**The metal 1 layer**

Supply wires on this layer in gray.
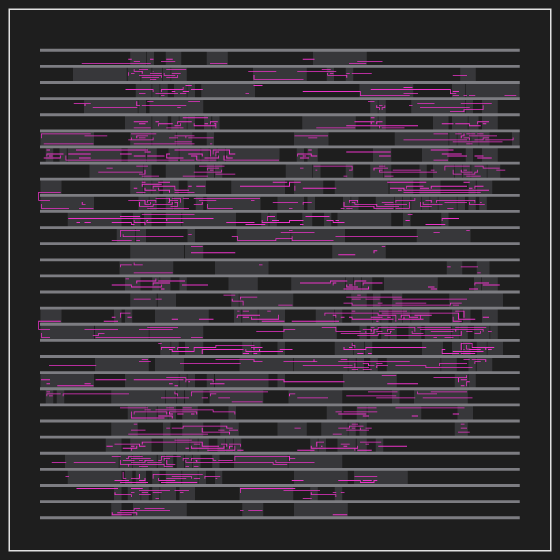
**M2 wires**

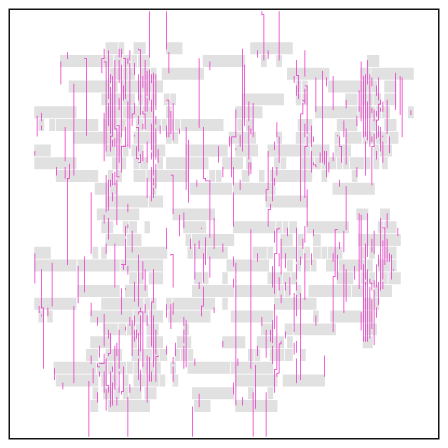
**Wires at chosen ports, followed through buffers**

The bar under the picture is 20 um long.
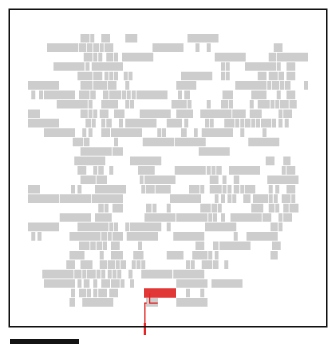
**Where the registers sit**

Other sequential cells in the stronger gray, the rest of the logic in the fainter gray.
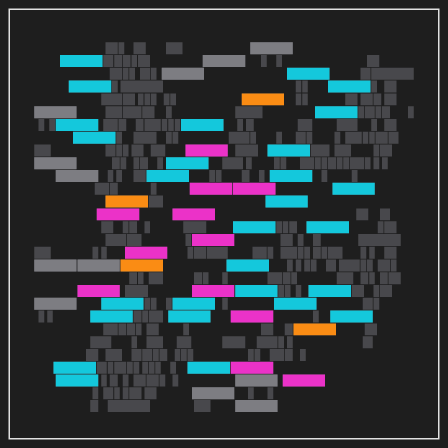
[config.mk]
export PLATFORM = sky130hd
export DESIGN_NAME = traffic_sensor_conditioner_flat
export DESIGN_NICKNAME = d
export VERILOG_FILES = /design/src/rtl/traffic_pkg.sv /design/src/rtl/traffic_sensor_conditioner_if.sv /design/src/rtl/traffic_sensor_channel.sv /design/src/rtl/traffic_sensor_conditioner.sv /design/src/flat_wrapper.sv
export SDC_FILE = /design/constraint.sdc
export NUM_CORES = 1
export LEC_CHECK = 0
export ABC_AREA = 1
export CORE_MARGIN = 5
export CORE_UTILIZATION = 40
export DETAILED_ROUTE_END_ITERATION = 16
export DONT_BUFFER_PORTS = 1
export PLACE_DENSITY = 0.58
export SYNTH_ARGS = -nofsm -noshare
export SYNTH_HDL_FRONTEND = slang
export SYNTH_HIERARCHICAL = 1
export SYNTH_SLANG_ARGS = --single-unit
[constraint.sdc]
create_clock -name clk -period 1.5 [get_ports clk]
set_input_delay 0.3 -clock clk [delete_from_list [all_inputs] [get_ports clk]]
set_output_delay 0.3 -clock clk [all_outputs]
set_load 0.01 [all_outputs]
[src/rtl/traffic_pkg.sv]
// Shared constants for the traffic-light sensor path: direction indices and default timing.
package traffic_pkg;

  localparam int NUM_DIRS = 4;

  // Direction indices; the controller uses the same ordering.
  localparam int DIR_N = 0;
  localparam int DIR_E = 1;
  localparam int DIR_S = 2;
  localparam int DIR_W = 3;

  localparam int DEF_DEBOUNCE_CYCLES = 4;
  localparam int DEF_STUCK_CYCLES    = 64;

  typedef logic [NUM_DIRS-1:0] dir_vec_t;

endpackage

[src/rtl/traffic_sensor_conditioner_if.sv]
// Detector, green-feedback and request signals between the sensor field, the conditioner and the controller.
interface traffic_sensor_conditioner_if;
  import traffic_pkg::*;

  // All signals are plain levels with no handshake: detectors are raw and asynchronous,
  // greens and requests are sampled on every rising clk edge.
  logic     det_n, det_e, det_s, det_w;
  logic     Gn, Ge, Gs, Gw;
  logic     N, E, S, W;
  dir_vec_t stuck;

  modport master (
    output det_n, det_e, det_s, det_w,
    output Gn, Ge, Gs, Gw,
    input  N, E, S, W,
    input  stuck
  );

  modport slave (
    input  det_n, det_e, det_s, det_w,
    input  Gn, Ge, Gs, Gw,
    output N, E, S, W,
    output stuck
  );

endinterface

[src/rtl/traffic_sensor_channel.sv]
// One direction: 2-flop synchroniser, counting debouncer, request latch cleared by green, stuck detector.
module traffic_sensor_channel #(
  parameter int DEBOUNCE_CYCLES = 4,
  parameter int STUCK_CYCLES    = 64
) (
  input  logic clk,
  input  logic reset_n,
  input  logic raw,
  input  logic g,
  output logic req,
  output logic stuck
);

  localparam int CW = $clog2(DEBOUNCE_CYCLES + 1);
  localparam int SW = $clog2(STUCK_CYCLES + 1);

  logic          sync1;
  logic          sync_q;
  logic          deb;
  logic [CW-1:0] cnt;
  logic [SW-1:0] scnt;

  always_ff @(posedge clk or negedge reset_n) begin
    if (!reset_n) begin
      sync1  <= 1'b0;
      sync_q <= 1'b0;
    end else begin
      sync1  <= raw;
      sync_q <= sync1;
    end
  end

  // The new level is accepted on the DEBOUNCE_CYCLES-th consecutive differing cycle.
  always_ff @(posedge clk or negedge reset_n) begin
    if (!reset_n) begin
      deb <= 1'b0;
      cnt <= '0;
    end else if (sync_q != deb) begin
      if (cnt == CW'(DEBOUNCE_CYCLES - 1)) begin
        deb <= sync_q;
        cnt <= '0;
      end else begin
        cnt <= cnt + 1'b1;
      end
    end else begin
      cnt <= '0;
    end
  end

  // Green clears first so a vehicle still present re-requests only after green drops.
  always_ff @(posedge clk or negedge reset_n) begin
    if (!reset_n) begin
      req <= 1'b0;
    end else if (g) begin
      req <= 1'b0;
    end else if (deb) begin
      req <= 1'b1;
    end
  end

  always_ff @(posedge clk or negedge reset_n) begin
    if (!reset_n) begin
      scnt <= '0;
    end else if (!deb) begin
      scnt <= '0;
    end else if (scnt != SW'(STUCK_CYCLES)) begin
      scnt <= scnt + 1'b1;
    end
  end

  // Informational only: a stuck detector still gets its direction served.
  assign stuck = (scnt == SW'(STUCK_CYCLES));

endmodule

[src/rtl/traffic_sensor_conditioner.sv]
// Four independent detector channels mapped onto the controller's N/E/S/W request inputs.
module traffic_sensor_conditioner
  import traffic_pkg::*;
#(
  parameter int DEBOUNCE_CYCLES = DEF_DEBOUNCE_CYCLES,
  parameter int STUCK_CYCLES    = DEF_STUCK_CYCLES
) (
  input  logic                         clk,
  input  logic                         reset_n,
  traffic_sensor_conditioner_if.slave  bus
);

  dir_vec_t raw;
  dir_vec_t g;
  dir_vec_t req;
  dir_vec_t stuck_v;

  assign raw[DIR_N] = bus.det_n;
  assign raw[DIR_E] = bus.det_e;
  assign raw[DIR_S] = bus.det_s;
  assign raw[DIR_W] = bus.det_w;

  assign g[DIR_N] = bus.Gn;
  assign g[DIR_E] = bus.Ge;
  assign g[DIR_S] = bus.Gs;
  assign g[DIR_W] = bus.Gw;

  for (genvar d = DIR_N; d <= DIR_W; d++) begin : g_chan
    traffic_sensor_channel #(
      .DEBOUNCE_CYCLES (DEBOUNCE_CYCLES),
      .STUCK_CYCLES    (STUCK_CYCLES)
    ) u_chan (
      .clk     (clk),
      .reset_n (reset_n),
      .raw     (raw[d]),
      .g       (g[d]),
      .req     (req[d]),
      .stuck   (stuck_v[d])
    );
  end

  assign bus.N     = req[DIR_N];
  assign bus.E     = req[DIR_E];
  assign bus.S     = req[DIR_S];
  assign bus.W     = req[DIR_W];
  assign bus.stuck = stuck_v;

endmodule

[src/flat_wrapper.sv]
// flat-port wrapper written by rule: the top's interface ports become plain ports
module traffic_sensor_conditioner_flat import traffic_pkg::*;
#(
  parameter int DEBOUNCE_CYCLES = DEF_DEBOUNCE_CYCLES,
  parameter int STUCK_CYCLES    = DEF_STUCK_CYCLES
)
  (clk, reset_n, bus_det_n, bus_det_e, bus_det_s, bus_det_w, bus_Gn, bus_Ge, bus_Gs, bus_Gw, bus_N, bus_E, bus_S, bus_W, bus_stuck);
  traffic_sensor_conditioner_if bus_i ();
  input  logic clk;
  input  logic reset_n;
  input wire logic [$bits(bus_i.det_n)-1:0] bus_det_n;
  input wire logic [$bits(bus_i.det_e)-1:0] bus_det_e;
  input wire logic [$bits(bus_i.det_s)-1:0] bus_det_s;
  input wire logic [$bits(bus_i.det_w)-1:0] bus_det_w;
  input wire logic [$bits(bus_i.Gn)-1:0] bus_Gn;
  input wire logic [$bits(bus_i.Ge)-1:0] bus_Ge;
  input wire logic [$bits(bus_i.Gs)-1:0] bus_Gs;
  input wire logic [$bits(bus_i.Gw)-1:0] bus_Gw;
  output wire logic [$bits(bus_i.N)-1:0] bus_N;
  output wire logic [$bits(bus_i.E)-1:0] bus_E;
  output wire logic [$bits(bus_i.S)-1:0] bus_S;
  output wire logic [$bits(bus_i.W)-1:0] bus_W;
  output wire logic [$bits(bus_i.stuck)-1:0] bus_stuck;
  assign bus_i.det_n = bus_det_n;
  assign bus_i.det_e = bus_det_e;
  assign bus_i.det_s = bus_det_s;
  assign bus_i.det_w = bus_det_w;
  assign bus_i.Gn = bus_Gn;
  assign bus_i.Ge = bus_Ge;
  assign bus_i.Gs = bus_Gs;
  assign bus_i.Gw = bus_Gw;
  assign bus_N = bus_i.N;
  assign bus_E = bus_i.E;
  assign bus_S = bus_i.S;
  assign bus_W = bus_i.W;
  assign bus_stuck = bus_i.stuck;
  traffic_sensor_conditioner #(.DEBOUNCE_CYCLES(DEBOUNCE_CYCLES), .STUCK_CYCLES(STUCK_CYCLES)) u_core (.clk(clk), .reset_n(reset_n), .bus(bus_i));
endmodule
==> run summary <==
yosys + openroad results -> outcome=finished with violations, failing checks=hold timing, setup timing, Ys Warns=6, IO Port Bufs=0, Psw=~1.6 mW, clock buffers=6, Max Cap Viol=0, Final Cycle Share=103.3%, slew margin rel.=77.75%, comb pwr=about 1.5 mW, # hold bufs at CTS=3, Reg power frac=49.1%, Final Util=48.10%, DP Cell Count=356, XORs/XNORs by Area=5.611%, Fin Clk Skew=0.009776 ns, met2 wire length=2105 um, synthesis area per yosys=0.002631 sq mm, register area=about 0.0014 sq mm, non-clock inverter count=36, met2 GRT Util=18.09%, tool warnings=34, CP startpoint=u_core/g_chan[2].u_chan/scnt[1]$_DFFE_PN0P_, most crowded layer after global routing=met2, Post-synth seq share=53.26%, Async S/R FF share, synth=100.0%, total number of vias=1856, largest area contributor in the netlist=dfrtp_1, Final non-clock buffer share=7.169%, clock sink count=56, CORE AREA=0.006386 sq mm, unrepaired setup endpoints after global routing=true, Yosys cell types=21, vias per cell=between 4 and 5, Biggest register=u_core/g_chan.u_chan/scnt, largest registers=u_core/g_chan.u_chan/scnt x28, u_core/g_chan.u_chan/cnt x12, Adders+Majority by Area=about 5.7%, slowest CP cell=dfrtp_1, most frequent cells in the layout=nor2_1, dfrtp_1, nand2_1, inv_1, buf_4, Largest register FFs=28, Power Total=between 4 and 5 mW, Max Used Layer=met4, met1 WL=2054 um, DRT Wirelength=4371 um, Yosys Instances=283, Post-synth top cells=dfrtp_1, nor2_1, nand2_1, inv_1, nand3_1, simple share=26.53%, fraction of layout cells with a size suffix above 1=20.95%, total die size=0.008300 sq mm, Signal buffers=28, setup violators final=4, Pre-Place Util=41.20%, logic area=0.001130 sq mm, Mapped Area=approximately 0.0026 sq mm, CTS Buffer Depth=2, Non-Filler Instances=a little under 400, Slew @ Worst Pin=approximately 0.33 ns, Max power group=sequential cells, met1 Resource Use GR=15.49%, worst setup slack after layout=-0.04990 ns, Post-DP HPWL=roughly 2800 um, final hold viol count=roughly 56, Post CTS Setup Buffer Count=19, Layout clock area frac=2.892%, root buf cell=clkbuf_8, Synth flops=56, WL/cell=approximately 11 um, delay-heaviest family, CP=flip-flops, GP Congestion=0.7713, fraction of area in multi-input gates=36.78%, Clk pwr share=17.8%, Pleak=1.455 nW, critical path data arrival time=1.25 ns, R2R cell count=8, Worst path most repeated cell=inv_2, combinational share of power=33.1%, remaining antenna violation count after routing=0, Critical R2R Capture=u_core/g_chan[3].u_chan/scnt[1]$_DFFE_PN0P_, fmax=645.2 MHz, Clock transition at path regs=approximately 0.10 ns, Die H=91.11 um, hold_ws=-0.3204 ns
Back to the opening pictures, 'the metal 1 layer':
longest straight run	24.4 um
wire length on this layer	2050 um
share of all routed wire	47%
main direction	horizontal
nets with wire on the layer	317

Back to the opening pictures, 'M2 wires':
longest straight run	30.3 um
nets with wire on the layer	259
share of all routed wire	48%

Back to the opening pictures, 'wires at chosen ports, followed through buffers':
color	port	bits	direction	edge	end cells	buffers	wire
red	`bus_det_w`	1	input	south	1	1	11.8 um

Back to the opening pictures, 'where the registers sit':
color	netlist name	sequential cells
magenta	`u_core/g_chan.u_chan/cnt`	12
orange	`u_core/g_chan.u_chan/deb`	4
cyan	`u_core/g_chan.u_chan/scnt`	28

No activity file was given, so power comes from the tool's default toggle rates.
